==> src/rtl/led_pkg.sv <==
`default_nettype none
// ============================================================================
// Module      : led_pkg
// Description : Shared definitions for the LED sequencer: the FSM state
//               encoding and the default parameter values.
//               Build option: LED_SEQUENCER_DEBOUNCE_EN (used by sw_debounce).
// Revision    : 1.0 - initial release
// ============================================================================
package led_pkg;

  // Sequencer states; the encoding is fixed so it can be probed externally
  typedef enum logic [1:0] {
    IDLE = 2'd0,
    FWD  = 2'd1,
    BACK = 2'd2
  } led_state_e;

  // Default parameter values shared by the sequencer and its debouncer
  localparam int unsigned LED_NLEDS_DEF    = 8;
  localparam int unsigned LED_CLK_DIV_DEF  = 4;
  localparam int unsigned LED_DEBOUNCE_DEF = 3;

  // Number of clock cycles taken by one complete forward/back sweep
  function automatic int unsigned led_sweep_cycles(input int unsigned nleds,
                                                   input int unsigned clk_div);
    return (2 * nleds - 2) * clk_div;
  endfunction

endpackage : led_pkg
`default_nettype wire

==> src/rtl/led_sequencer_sw_debounce.sv <==
`default_nettype none
// ============================================================================
// Module      : sw_debounce
// Description : Two-flop synchronizer for the raw switch level followed by an
//               optional debouncer. When LED_SEQUENCER_DEBOUNCE_EN is defined
//               the stable level only toggles after the synchronized level
//               has disagreed with it for DEBOUNCE consecutive edges; when it
//               is undefined the synchronized level is passed straight out.
// Revision    : 1.0 - initial release
// ============================================================================
module sw_debounce
  import led_pkg::*;
`ifdef LED_SEQUENCER_DEBOUNCE_EN
#(
  parameter int unsigned DEBOUNCE = LED_DEBOUNCE_DEF
)
`endif
(
  input  logic i_clk,
  input  logic i_reset_n,
  input  logic i_sw,
  output logic o_sw_stable
);

  logic sync1_q;
  logic sync2_q;

  // Bring the asynchronous switch level into the clock domain
  always_ff @(posedge i_clk or negedge i_reset_n) begin
    if (!i_reset_n) begin
      sync1_q <= 1'b0;
      sync2_q <= 1'b0;
    end else begin
      sync1_q <= i_sw;
      sync2_q <= sync1_q;
    end
  end

`ifdef LED_SEQUENCER_DEBOUNCE_EN

  // DEBOUNCE is at most 255, so the run length always fits in 8 bits
  localparam logic [7:0] CNT_LAST = 8'(DEBOUNCE - 1);

  logic [7:0] cnt_q;
  logic [7:0] cnt_d;
  logic       stable_q;
  logic       stable_d;

  // Count consecutive disagreements; any agreement restarts the count
  always_comb begin
    cnt_d    = '0;
    stable_d = stable_q;
    if (sync2_q != stable_q) begin
      if (cnt_q == CNT_LAST) begin
        stable_d = ~stable_q;
      end else begin
        cnt_d = cnt_q + 8'd1;
      end
    end
  end

  // Debounce state registers
  always_ff @(posedge i_clk or negedge i_reset_n) begin
    if (!i_reset_n) begin
      cnt_q    <= '0;
      stable_q <= 1'b0;
    end else begin
      cnt_q    <= cnt_d;
      stable_q <= stable_d;
    end
  end

  assign o_sw_stable = stable_q;

`else

  assign o_sw_stable = sync2_q;

`endif

endmodule : sw_debounce
`default_nettype wire

==> src/rtl/led_sequencer.sv <==
`default_nettype none
// ============================================================================
// Module      : led_sequencer
// Description : "Knight rider" LED sweeper. A rising switch level starts a
//               sweep that walks a single lit LED from position 0 up to
//               NLEDS-1 and back down to 1, holding each position CLK_DIV
//               cycles. At the end of a sweep the switch level decides
//               whether to sweep again or go idle.
//               Build option: LED_SEQUENCER_DEBOUNCE_EN enables the switch
//               debouncer inside sw_debounce.
// Revision    : 1.0 - initial release
// ============================================================================
module led_sequencer
  import led_pkg::*;
#(
  parameter int unsigned NLEDS    = LED_NLEDS_DEF,
  parameter int unsigned CLK_DIV  = LED_CLK_DIV_DEF,
  parameter int unsigned DEBOUNCE = LED_DEBOUNCE_DEF
)(
  input  logic             i_clk,
  input  logic             i_reset_n,
  input  logic             i_sw,
  output logic [NLEDS-1:0] o_led,
  output logic             o_busy
);

  localparam int unsigned POS_W   = $clog2(NLEDS);
  localparam int unsigned PRESC_W = $clog2(CLK_DIV + 1);

  localparam logic [POS_W-1:0]   POS_FIRST  = '0;
  localparam logic [POS_W-1:0]   POS_ONE    = POS_W'(1);
  localparam logic [POS_W-1:0]   POS_LAST   = POS_W'(NLEDS - 1);
  localparam logic [POS_W-1:0]   POS_TURN   = POS_W'(NLEDS - 2);
  localparam logic [PRESC_W-1:0] PRESC_LAST = PRESC_W'(CLK_DIV - 1);

  // Reject illegal configurations at elaboration time
  if (NLEDS < 2 || NLEDS > 32) begin : g_bad_nleds
    $error("led_sequencer: NLEDS must be in 2..32");
  end
  if (CLK_DIV < 1 || CLK_DIV > 65535) begin : g_bad_clk_div
    $error("led_sequencer: CLK_DIV must be in 1..65535");
  end
  if (DEBOUNCE < 1 || DEBOUNCE > 255) begin : g_bad_debounce
    $error("led_sequencer: DEBOUNCE must be in 1..255");
  end

  logic sw_stable;

`ifdef LED_SEQUENCER_DEBOUNCE_EN
  sw_debounce #(
    .DEBOUNCE    (DEBOUNCE)
  ) u_sw_debounce (
    .i_clk       (i_clk),
    .i_reset_n   (i_reset_n),
    .i_sw        (i_sw),
    .o_sw_stable (sw_stable)
  );
`else
  sw_debounce u_sw_debounce (
    .i_clk       (i_clk),
    .i_reset_n   (i_reset_n),
    .i_sw        (i_sw),
    .o_sw_stable (sw_stable)
  );
`endif

  led_state_e           state_q;
  led_state_e           state_d;
  logic [POS_W-1:0]     pos_q;
  logic [POS_W-1:0]     pos_d;
  logic [PRESC_W-1:0]   presc_q;
  logic [PRESC_W-1:0]   presc_d;
  logic [NLEDS-1:0]     led_q;
  logic [NLEDS-1:0]     led_d;
  logic                 busy_q;
  logic                 busy_d;
  logic                 sw_prev_q;
  logic                 sw_rise;
  logic                 presc_expired;
  logic                 sweep_done;

  // A start request is a 0->1 change of the debounced level
  assign sw_rise       = sw_stable & ~sw_prev_q;
  assign presc_expired = (presc_q == PRESC_LAST);

  // Next-state, position and prescale computation for the sweep
  always_comb begin
    state_d    = state_q;
    pos_d      = pos_q;
    presc_d    = presc_q;
    sweep_done = 1'b0;

    case (state_q)
      IDLE: begin
        pos_d   = POS_FIRST;
        presc_d = '0;
        // Start only on a fresh rise; a level that is merely high does not
        if (sw_rise) begin
          state_d = FWD;
        end
      end

      FWD: begin
        if (!presc_expired) begin
          presc_d = presc_q + PRESC_W'(1);
        end else begin
          presc_d = '0;
          if (pos_q == POS_LAST) begin
            // With two LEDs there is no interior position to walk back over
            if (NLEDS == 2) begin
              sweep_done = 1'b1;
            end else begin
              state_d = BACK;
              pos_d   = POS_TURN;
            end
          end else begin
            pos_d = pos_q + POS_W'(1);
          end
        end
      end

      BACK: begin
        if (!presc_expired) begin
          presc_d = presc_q + PRESC_W'(1);
        end else begin
          presc_d = '0;
          if (pos_q == POS_ONE) begin
            sweep_done = 1'b1;
          end else begin
            pos_d = pos_q - POS_W'(1);
          end
        end
      end

      default: begin
        state_d = IDLE;
        pos_d   = POS_FIRST;
        presc_d = '0;
      end
    endcase

    // The switch level is only consulted once a sweep has fully finished
    if (sweep_done) begin
      pos_d   = POS_FIRST;
      presc_d = '0;
      state_d = sw_stable ? FWD : IDLE;
    end

    busy_d = (state_d != IDLE);
    led_d  = busy_d ? (NLEDS'(1) << pos_d) : '0;
  end

  // Sequencer state and registered LED/busy outputs
  always_ff @(posedge i_clk or negedge i_reset_n) begin
    if (!i_reset_n) begin
      state_q   <= IDLE;
      pos_q     <= '0;
      presc_q   <= '0;
      led_q     <= '0;
      busy_q    <= 1'b0;
      sw_prev_q <= 1'b0;
    end else begin
      state_q   <= state_d;
      pos_q     <= pos_d;
      presc_q   <= presc_d;
      led_q     <= led_d;
      busy_q    <= busy_d;
      sw_prev_q <= sw_stable;
    end
  end

  assign o_led  = led_q;
  assign o_busy = busy_q;

endmodule : led_sequencer
`default_nettype wire

==> config.mk <==
export PLATFORM = sky130hd
export DESIGN_NAME = led_sequencer
export DESIGN_NICKNAME = d
export VERILOG_FILES = /design/src/rtl/led_pkg.sv /design/src/rtl/led_sequencer_sw_debounce.sv /design/src/rtl/led_sequencer.sv
export SDC_FILE = /design/constraint.sdc
export NUM_CORES = 1
export LEC_CHECK = 0
export ABC_AREA = 1
export CORE_MARGIN = 5
export CORE_UTILIZATION = 25
export CTS_CLUSTER_DIAMETER = 40
export CTS_CLUSTER_SIZE = 10
export DETAILED_ROUTE_END_ITERATION = 16
export HOLD_SLACK_MARGIN = 0.06
export PLACE_DENSITY = 0.4
export SYNTH_ARGS = -nofsm -noshare
export SYNTH_HDL_FRONTEND = slang
export SYNTH_SLANG_ARGS = --single-unit
==> constraint.sdc <==
create_clock -name i_clk -period 4.6 [get_ports i_clk]
set_clock_uncertainty 0.15 [all_clocks]
set_input_delay 0.92 -clock i_clk [delete_from_list [all_inputs] [get_ports i_clk]]
set_output_delay 0.92 -clock i_clk [all_outputs]
set_load 0.02 [all_outputs]
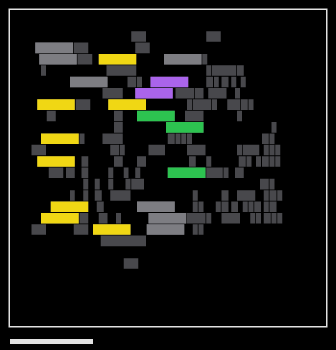
*Register map, names as in the netlist, run 1*
Bar = 20 um.
[o_led] yellow | placed flops: 8
[presc_q] green | placed flops: 3
[state_q] purple | placed flops: 2
not colored: 7

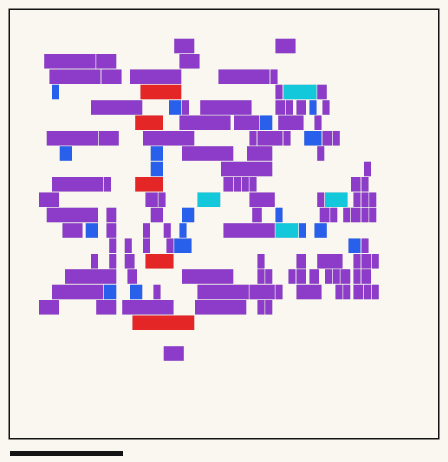
*Cells by drive strength, run 1*
Bar = 20 um.
[drive 3 to 4] cyan | cells: 4
[drive 2] blue | cells: 18
[drive 6 and up] red | cells: 5
[drive 1 or less] purple | cells: 112

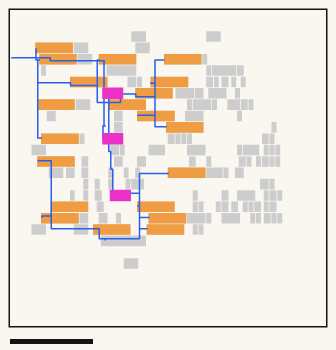
*Clock wires, drivers and flops, run 1*
Bar = 20 um.
[cells driving clock nets] magenta | count: 3
[flip-flops] orange | count: 20
[clock wires] blue | length: 239 um
routed clock nets: 4
Clock net power: 0.170 mW
worst skew pair latency: 0.25 ns
part of the power in the clock network: 0.310

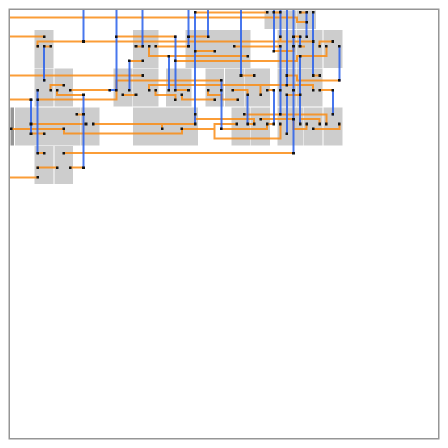
*Close-up of the layout, run 1*
Region (42, 4) to (72, 34) um. Cells in gray, sequential cells in the stronger gray; small squares are vias.
[met2] blue
[met1] orange
sequential cells in the window: 0
cells with their middle in the window: 26
most frequent: nand2_1 (12), nand3_1 (7)

==> run notes, run 1 <==
run metrics: status=finished clean, fin nets=151, ys cells=124, CTS Buf Count=3, CTS H-tree depth=1, core box area=4260 sq um, initial drt markers=31, Synth flops=20, CTS tree=done, DR WL/cell=11.4 um, Flop pwr share=0.380, Crit path buffers/inverters=1, Mapped Area=1080 sq um, ratio of cells with drive above 1 in the final layout=0.194, met3 Usage GRT=0.0172, worst-margin pin slew=0.872 ns, Reg2Reg Setup Slack=2.61 ns, GPL Wtd Cong=0.717, M1 GR Usage=0.141, initial antenna violation count=0, gr busiest metal=met1, Final Slew Violations=0, number of hold buffers added after CTS=0, cells on worst reg2reg path=9, CP arrival=1.19 ns, I/O pin count=12, FMAX=443 MHz, Syn-to-layout area delta=22.8%, row count=24, Simple-Gate Area Share=0.333, met2 usage=0.122, worst flop-to-flop path startpoint=state_q[0], Critical Path End Type=primary output, routed via count=785, Yosys top cell by area=dfrtp_1, xor/xnor share=0, pre-CTS setup slack=2.38 ns, Worst Hold Depth=0, Synth Seq Share=0.463, antenna viol nets, final=0, via/cell ratio=4.11, first-pass GRT wire length=3910 um, Critical Path Source=o_led[0], worst reg2reg path endpoint=o_led[3], Top non-seq family=simple AND/OR/NAND/NOR gates, GRT Resource Usage Total=0.0915, Combinational Power Share=0.311, Adder Area Share=0.0927, worst IR drop on VDD=149 uV, post-CTS resize count=0, Num Clock Sinks=20, MaxCap Viol Count=0, Pwr Density=414 nW/um^2, CP Launch Type=flop, CTS Root Cell=clkbuf_8, Post-CTS Setup Inserts=0
run 1: cell families (layout without fill, tap and decap cells):
kind of cell,count (synthesis),in the layout
DFF,20,20
and+or+nand+nor,71,71
buffers and inverters,19,34
adders and majority gates,8,8
AOI/OAI and AO/OA,6,6
run 1: stage by stage:
stage	std cells	power (mW)	area (sq um)	utilization
5_1_grt	191	0.594	1330	0.311
2_1_floorplan	124	0.334	1080	-
4_1_cts	191	0.560	1330	0.311
6_report	191	0.549	1330	0.311
3_3_place_gp	187	0.384	1250	0.294
3_5_place_dp	187	0.385	1250	0.294
run 1: layout by cell type (no fill, tap or decap), types with 3 or more instances in the layout:
cell type and instances:
ha_1 8, inv_1 13, nand2_1 27, nor2_1 10, dfrtp_1 20, nand3_1 15
nand2_2 3, nor2_2 8, clkdlybuf4s50_1 11, clkbuf_8 3, inv_2 5, nor2_4 3
run 1: how the worst max path moves through the flow:
stage	end	slack, ns	cells after the start
after global routing	o_led[3]	2.29	1
after floorplan	o_led[1]	2.89	9
after global placement	o_led[0]	2.40	1
final	o_led[0]	2.34	1
after CTS	o_led[0]	2.32	1
after detailed placement	o_led[6]	2.38	1
run 1: cells in the mapped netlist (all sizes together):
cell and instances:
a21oi 3, clkinv 1, dfrtp 20, ha 8, inv 18, nand2 30, nand3 15, nand4 2
nor2 22, nor3 2, o21ai 3
run 1: power groups by stage:
stage / clock (mW) / combinational (mW) / sequential [mW]
after global placement: 0 / 0.173 / 0.211
after CTS: 0.177 / 0.174 / 0.209
after detailed placement: 0 / 0.174 / 0.212
final: 0.170 / 0.171 / 0.209
after floorplan: 0 / 0.114 / 0.221
after global routing: 0.188 / 0.195 / 0.211
run 1: state kept, by name (all words and copies together) (netlist names):
name	cells
o_busy	1
sw_prev_q	1
u_sw_debounce.sync1_q	1
presc_q	3
state_q	2
pos_q	3
u_sw_debounce.o_sw_stable	1
o_led	8
run 1: area by class of cell:
cell class | instances | area [sq um]
inverters | 19 | 71.3
multi-input cells | 85 | 508
fillers | 455 | 2940
clock inverters | 1 | 30.0
well taps | 52 | 65.1
clock buffers | 3 | 41.3
repair buffers | 11 | 110
flip-flops and latches | 20 | 500
run 1: layer usage:
metal / part of all wire / wire, um
met5: 0 / 0
met3: 0.029 / 62
met2: 0.41 / 896
met1: 0.55 / 1200
met4: 0.0069 / 15
## Run 2: what changed since run 1
==> constraint.sdc (replaced) <==
create_clock -name i_clk -period 2.2 [get_ports i_clk]
set_clock_uncertainty 0.15 [all_clocks]
set_input_delay 0.44 -clock i_clk [delete_from_list [all_inputs] [get_ports i_clk]]
set_output_delay 0.44 -clock i_clk [all_outputs]
set_load 0.02 [all_outputs]
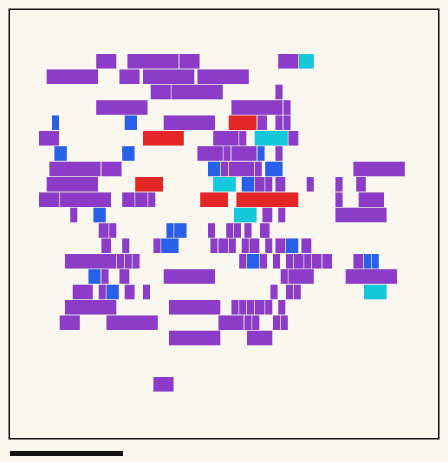
*Cells by drive strength, run 2*
Bar = 20 um.
[drive 2] blue | cells: 18
[drive 3 to 4] cyan | cells: 5
[drive 1 or less] purple | cells: 112
[drive 6 and up] red | cells: 5
Signal buffers: 12
Syn-to-layout area delta: 23.5%
Setup WS post-layout: 0.309 ns

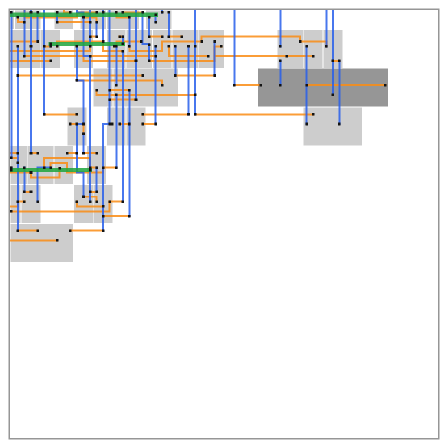
*Close-up of the layout, run 2*
Region (42, 4) to (72, 34) um. Cells in gray, sequential cells in the stronger gray; small squares are vias.
[met2] blue
[met1] orange
[met3] green
cells with their middle in the window: 27
netlist names of flops here include: presc_q (1)
sequential cells in the window: 1
most frequent: nand2_1 (12), nand3_1 (4), inv_1 (3)

==> run 2 against run 1 <==
  * Routed wire length rose by 3.0%
  * Largest power group unchanged
  * Worst setup slack got worse by 2.0 ns
  * Global-route usage is essentially flat
  * Non-clock buffer count increased by 1
  * Critical path type is now flop to flop
  * Worst hold slack improved by 0.0031 ns
  * Clock-buffer cell count stayed put
  * Synthesized area unchanged
  * Synthesized cell count is the same
  * Via count rose by 3.7%
==> run notes, run 2 <==
run metrics: most numerous logic cell after layout=nand2_1, ys cells=124 (unchanged), Critical Path End Type=flop, post-CTS resize count=0 (unchanged), worst IR drop on VDD=416 uV (+180%), Pwr Density=874 nW/um^2 (+110%), CTS Buf Count=3 (unchanged), most frequent cells in the layout=27 x nand2_1, 20 x dfrtp_1, 15 x nand3_1, Yosys top cell by area=dfrtp_1, worst-margin pin slew=0.269 ns (-0.603 ns), Mapped Area=1080 sq um (unchanged), Post-route DRC=0, core box area=4260 sq um (unchanged), DR WL/cell=11.7 um (+2.5%), GPL Wtd Cong=0.877 (+22%), Synth Seq Share=0.463 (unchanged), MaxCap Viol Count=0 (unchanged), GRT Resource Usage Total=0.0917 (+0.000223), CTS Root Cell=clkbuf_8, first-pass GRT wire length=3930 um (+0.54%), routed via count=814 (+3.7%), fin nets=152 (+0.66%), Crit path buffers/inverters=1 (unchanged), status=finished clean, WP depth=9 (+8), CTS tree=done, Synth async-reset ratio=1.00 (unchanged), Synth top cell by count=nand2_1, cells on worst reg2reg path=9 (unchanged), Synth flops=20 (unchanged), count of library flops with an enable pin=0 (unchanged), main flop type=dfrtp_1, antenna viol nets, final=0 (unchanged), ratio of cells with drive above 1 in the final layout=0.200 (+0.00576), worst skew pair latency=0.26 ns (about the same), Worst Hold Depth=0 (unchanged), top cells by count=27 x nand2_1, 20 x dfrtp_1, 15 x nand3_1, 13 x inv_1, 10 x nor2_1, Tot Pwr=1.17 mW (+110%), fillers=445 (-2.2%), Final Slew Violations=0 (unchanged), number of hold buffers added after CTS=0 (unchanged), initial antenna violation count=0 (unchanged), CP Launch Type=flop, I/O pin count=12 (unchanged), max reg flops=8 (unchanged)
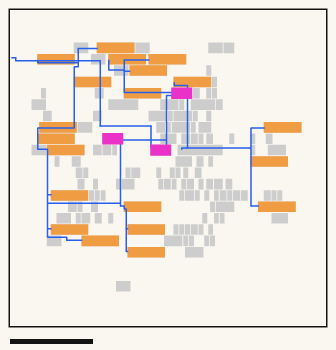
*Clock wires, drivers and flops, run 2*
Bar = 20 um.
[flip-flops] orange | count: 20
[clock wires] blue | length: 310 um
[cells driving clock nets] magenta | count: 3
routed clock nets: 4

-- run 2: cell types whose count changed in the layout (fill, tap and decap cells not counted), sizes merged --
cell,previous run,this run
buf,0,1
-- run 2: area by class of cell --
| type | count | area [sq um] | share of cell area |
|---|---|---|---|
| Multi-Input combinational cell | 85 | 508 | 0.381 |
| Clock inverter | 1 | 30.0 | 0.0225 |
| Tap cell | 52 | 65.1 | 0.0488 |
| Clock buffer | 3 | 41.3 | 0.0310 |
| Sequential cell | 20 | 500 | 0.375 |
| Timing Repair Buffer | 12 | 118 | 0.0882 |
| Inverter | 19 | 71.3 | 0.0535 |
-- run 2: cells by family after synthesis --
| group | synth area share |
|---|---|
| AND/OR/NAND/NOR | 0.333 |
| flip-flops | 0.463 |
| buffers and inverters | 0.0661 |
| adder cells (fa/ha/maj) | 0.0927 |
| AND-OR/OR-AND | 0.0452 |
-- run 2: worst register-to-register path: stages (launching register included) --
cell and delay (ns):
dfrtp_1 0.40, inv_1 0.10, ha_1 0.30, nand3_1 0.17, nor2_4 0.16, nor2_2 0.06
nand3_1 0.10, nand2_2 0.10, nor2_8 0.19, nor2_1 0.06
-- run 2: per-stage QoR --
step	setup slack (ns)	util	hold slack [ns]	instance area, sq um	std cells
after detailed placement	0.294	0.296	0.189	1260	188
final	0.309	0.313	0.205	1330	192
after CTS	0.298	0.313	0.207	1330	192
after floorplan	0.488	-	-0.00559	1080	124
after global routing	0.180	0.313	0.219	1330	192
after global placement	0.350	0.296	0.182	1260	188
-- run 2: layer usage --
| metal | GRT usage | vias up | share of wire |
|---|---|---|---|
| li1 | - | 417 | - |
| met1 | 0.116 | 375 | 0.46 |
| met2 | 0.148 | 20 | 0.47 |
| met3 | 0.0303 | 2 | 0.058 |
| met4 | 0.0291 | 0 | 0.0067 |
| met5 | 0 | - | 0 |
-- run 2: final timing paths --
check                                      start                        end  slack [ns]
max in group asynchronous              i_reset_n                 state_q[0]        1.32
hold reg to reg            u_sw_debounce.sync1_q  u_sw_debounce.o_sw_stable        0.20
setup / recovery                      state_q[0]                   o_led[3]        0.31
hold / removal             u_sw_debounce.sync1_q  u_sw_debounce.o_sw_stable        0.20
min in group asynchronous              i_reset_n                   o_led[5]        0.36
setup reg to reg                      state_q[0]                   o_led[3]        0.31
-- run 2: power by group --
part	total, mW	switching [mW]	leakage [nW]	internal (mW)
Sequential	0.434	0.0203	0.266	0.414
Clock	0.370	0.127	0.0357	0.243
Combinational	0.361	0.237	0.332	0.124
Total	1.17	0.384	0.634	0.781
Power figures rest on the tool's default switching activity, not on a simulated workload.
